File: src/rtl/alu_issue_stage.sv
// Execute-issue stage feeding main_alu: operand select, opsel encode, RAW hazard
// stall/forward against the two in-flight slots, and rd delay for writeback.
module alu_issue_stage (
    input  logic        clk,
    input  logic        rst,
    input  logic        i_valid,
    output logic        o_ready,
    input  logic [1:0]  i_class,
    input  logic [2:0]  i_funct3,
    input  logic        i_funct7b5,
    input  logic [4:0]  i_rs1,
    input  logic [4:0]  i_rs2,
    input  logic [4:0]  i_rd,
    input  logic [31:0] i_rs1_data,
    input  logic [31:0] i_rs2_data,
    input  logic [31:0] i_imm,
    input  logic [31:0] i_pc,
    input  logic [31:0] i_aluout,
    output logic [31:0] o_op1,
    output logic [31:0] o_op2,
    output logic [3:0]  o_opsel,
    output logic        o_issue_valid,
    output logic        o_wb_valid,
    output logic [4:0]  o_wb_rd,
    output logic [31:0] o_wb_data,
    output logic [15:0] o_stall_count
);

    typedef enum logic [1:0] {
        CLS_OP    = 2'd0,
        CLS_OPIMM = 2'd1,
        CLS_LUI   = 2'd2,
        CLS_AUIPC = 2'd3
    } cls_e;

    cls_e        cls;
    logic        d1_valid, d2_valid;
    logic [4:0]  d1_rd, d2_rd;
    logic        use_rs1, use_rs2;
    logic        d1_hit1, d1_hit2, d2_hit1, d2_hit2;
    logic        stall, accept;
    logic [31:0] rs1_val, rs2_val;
    logic [31:0] next_op1, next_op2;
    logic [3:0]  next_opsel;

    assign cls     = cls_e'(i_class);
    assign use_rs1 = (cls == CLS_OP) || (cls == CLS_OPIMM);
    assign use_rs2 = (cls == CLS_OP);

    // A slot with rd=0 never matches, so x0 sources can never hazard.
    assign d1_hit1 = use_rs1 && d1_valid && (d1_rd != '0) && (i_rs1 == d1_rd);
    assign d1_hit2 = use_rs2 && d1_valid && (d1_rd != '0) && (i_rs2 == d1_rd);
    assign d2_hit1 = use_rs1 && d2_valid && (d2_rd != '0) && (i_rs1 == d2_rd);
    assign d2_hit2 = use_rs2 && d2_valid && (d2_rd != '0) && (i_rs2 == d2_rd);

    assign stall   = d1_hit1 || d1_hit2;
    assign o_ready = !rst && !stall;
    assign accept  = i_valid && o_ready;

    assign rs1_val = (i_rs1 == '0) ? '0 : (d2_hit1 ? i_aluout : i_rs1_data);
    assign rs2_val = (i_rs2 == '0) ? '0 : (d2_hit2 ? i_aluout : i_rs2_data);

    always_comb begin
        next_op1   = '0;
        next_op2   = i_imm;
        next_opsel = '0;
        case (cls)
            CLS_OP: begin
                next_op1   = rs1_val;
                next_op2   = rs2_val;
                next_opsel = {i_funct7b5, i_funct3};
            end
            CLS_OPIMM: begin
                next_op1   = rs1_val;
                next_opsel = {(i_funct3 == 3'b101) && i_funct7b5, i_funct3};
            end
            CLS_LUI:   next_op1 = '0;
            CLS_AUIPC: next_op1 = i_pc;
            default:   next_op1 = '0;
        endcase
    end

    always_ff @(posedge clk) begin
        if (rst) begin
            o_op1         <= '0;
            o_op2         <= '0;
            o_opsel       <= '0;
            o_issue_valid <= 1'b0;
            d1_valid      <= 1'b0;
            d1_rd         <= '0;
            d2_valid      <= 1'b0;
            d2_rd         <= '0;
            o_stall_count <= '0;
        end else begin
            d2_valid      <= d1_valid;
            d2_rd         <= d1_rd;
            o_issue_valid <= accept;
            d1_valid      <= accept;
            if (accept) begin
                o_op1   <= next_op1;
                o_op2   <= next_op2;
                o_opsel <= next_opsel;
                d1_rd   <= i_rd;
            end
            if (stall && (o_stall_count != '1))
                o_stall_count <= o_stall_count + 16'd1;
        end
    end

    assign o_wb_valid = d2_valid && (d2_rd != '0);
    assign o_wb_rd    = d2_rd;
    assign o_wb_data  = i_aluout;

endmodule

File: config.mk
export PLATFORM = sky130hd
export DESIGN_NAME = alu_issue_stage
export DESIGN_NICKNAME = d
export VERILOG_FILES = /design/src/rtl/alu_issue_stage.sv
export SDC_FILE = /design/constraint.sdc
export NUM_CORES = 1
export LEC_CHECK = 0
export CAP_MARGIN = 15
export CORE_AREA = 2 2 119 121
export DETAILED_ROUTE_END_ITERATION = 6
export DIE_AREA = 0 0 121 123
export DONT_BUFFER_PORTS = 1
export GPL_TIMING_DRIVEN = 0
export PLACE_DENSITY_LB_ADDON = 0.08
export SYNTH_ARGS = -nofsm -noshare
export SYNTH_HDL_FRONTEND = slang
export SYNTH_SLANG_ARGS = --single-unit
File: constraint.sdc
create_clock -name clk -period 3 [get_ports clk]
set_input_delay 0.45 -clock clk [delete_from_list [all_inputs] [get_ports clk]]
set_output_delay 0.45 -clock clk [all_outputs]
set_load 0.005 [all_outputs]
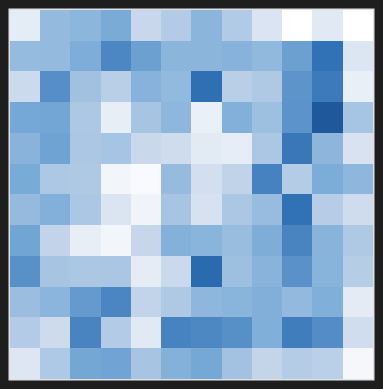
util_map.png
Scale: 3 px per um. The die is cut into 12 by 12 equal tiles; white is low, dark blue is high, 0 to 100% covered.
fullest tile = 84%
mean over tiles = 38%
emptiest ninth of the die = middle

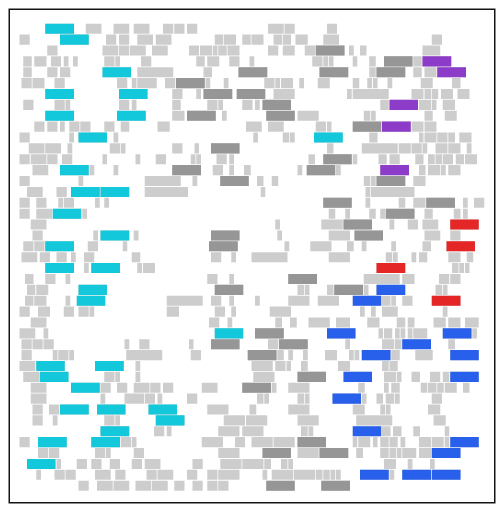
ff_map.png
Scale: 4 px per um. Other sequential cells in the stronger gray, the rest of the logic in the fainter gray.
o_opsel -> red  # placed flops 4, where right middle
o_wb_rd -> purple  # placed flops 5, where top right
o_op1 -> cyan  # placed flops 32, where a vertical strip on the left
o_stall_count -> blue  # placed flops 16
not colored = 39

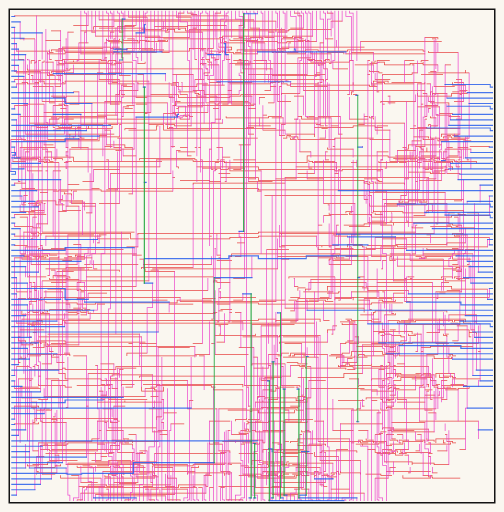
layers.png
Scale: 4 px per um.
M4 -> green  # wire length 505 um
M3 -> blue  # wire length 1750 um
M1 -> red  # wire length 8260 um
M2 -> magenta  # wire length 9560 um

==> ci_impl_report.md <==
### Yosys + OpenROAD results

| Metric | Value |
|---|---|
| Outcome | finished clean |
| Routed wl met3 | 1754 um |
| Reg power frac | 46.1% |
| H-Tree Depth | 3 |
| Asr flop ratio synth | 0% |
| Startpoint types | flop |
| Met1 WL | 8255 um |
| Setup TNS | 0 ns |
| Root Buffer | clkbuf_16 |
| Synth Cell Area | 5348 um2 |
| Crit. Startpoint | d1_rd[0]$_SDFFE_PP0P_ |
| Synth area leader | dfxtp_1 |
| Largest cells by area after synthesis | dfxtp_1, mux2_1, a211oi_1, nor2_1, buf_4 |
| Required time worst endpoint | 2.55 ns |
| Post-detailed-route wirelength per cell | 25.51 um |
| Final ANT Viol Nets | 0 |
| Vias/cell | 5.970 |
| Top Layout Cells | dfxtp_1, nor2_1, a211oi_1 |
| Hold buffer count at CTS | 0 |
| Site row count | 43 |
| Clk pwr | 1280 uW |
| Reg2reg start | o_wb_rd[1]$_SDFF_PP0_ |
| Register-to-register setup slack | 0.31 ns |
| Syn. warnings | 0 |
| Gate power share | 12.4% |
| 1st-pass router iterations | 5 |
| Clock Path Buffers | 2 |
| WS Path Type | reg -> out |
| Critical Path Sink Type | output pin |
| Clock Skew | 0.008456 ns |
| Leakage | 0.002235 uW |
| Main flop type | dfxtp_1 |
| Synth Instances | 590 |
| Core area | 13610 um2 |
| Fin crit period | 2.705 ns |
| Post-synth EDFFs | 0 |
| Cells along the critical path | or4_1, o21ai_1, clkbuf_1, nor2_1, nor2_1 |
| Post-synthesis xor/xnor area fraction | 4.586% |
| Hold slack | 0.2458 ns |
| Remaining global-route overflow | 0 |
| Internal Power | 2294 uW |
| Top Metal Used | met4 |
| Yosys stat area | 5348 um2 |
| Main logic family | AND-OR/OR-AND gates |
| Die height | 123 um |
| HPWL Detailed | 16110 um |
| DRC errors left | 0 |
| Worst-path fanout max | 10 |
| Post-CTS Setup Inserts | 0 |
| Dominant cell area share | 35.94% |
| Complex Gates by Area | 21.10% |
| Fin crit share | 90.17% |
| CTS resizes | 0 |
| Clock Sinks | 96 |
| Final worst-path setup slack | 0.2948 ns |
| DR iter-0 viols | 211 |
| Mean post-synth cell area | 9.064 um2 |
| Via count | 4698 |
| All-Layer GR Usage | 25.83% |
| Init Core Util | 39.29% |
## worst min-delay path by stage
stage,start,endpoint,slack (ns),cells after the start
3_3_place_gp,o_opsel[0]$_SDFFE_PP0P_,o_opsel[0]$_SDFFE_PP0P_,0.46,2
3_5_place_dp,o_opsel[2]$_SDFFE_PP0P_,o_opsel[2]$_SDFFE_PP0P_,0.47,2
6_report,i_rd[2],d1_rd[2]$_SDFFE_PP0P_,0.25,2
5_1_grt,i_rd[2],d1_rd[2]$_SDFFE_PP0P_,0.24,2
2_1_floorplan,o_opsel[0]$_SDFFE_PP0P_,o_opsel[0]$_SDFFE_PP0P_,0.45,2
4_1_cts,i_rd[0],d1_rd[0]$_SDFFE_PP0P_,0.23,2
## through the flow
step / instances / instance area, um2 / total power [uW]
floorplan: 590 / 5348 / 1720
global placement: 770 / 5573 / 1826
detailed placement: 770 / 5573 / 1834
CTS: 786 / 5904 / 3109
global route: 787 / 5913 / 3193
finish: 787 / 5913 / 3081
## cell usage after synthesis, drive strengths merged (4+ instances only)
library cell,instances
nor4,9
xnor2,16
dfxtp,96
a221oi,32
mux2,50
nor3,23
nor2b,7
nand3,5
xor2,12
a211oi,47
clkbuf,36
buf,47
nor2,86
o21ai,4
nand2,20
a22oi,33
and3,17
nand4,5
or4,5
a21oi,14
## flip-flops by register name, summed over array words and instances, names as in the netlist
register / flops
d2_valid: 1
o_opsel: 4
o_stall_count: 16
o_op2: 32
d1_rd: 5
o_op1: 32
o_wb_rd: 5
d1_valid: 1
## area by class of cell
cell class                 instances  area share [%]
antenna                            1         0.04232
buffer                            83           8.019
clock buffer                      11           4.274
clock inverter                     5           1.333
inverter                           3          0.1904
multi-input combinational        408           49.83
sequential                        96           32.50
tap                              180           3.809
No activity file was given, so power comes from the tool's default toggle rates.
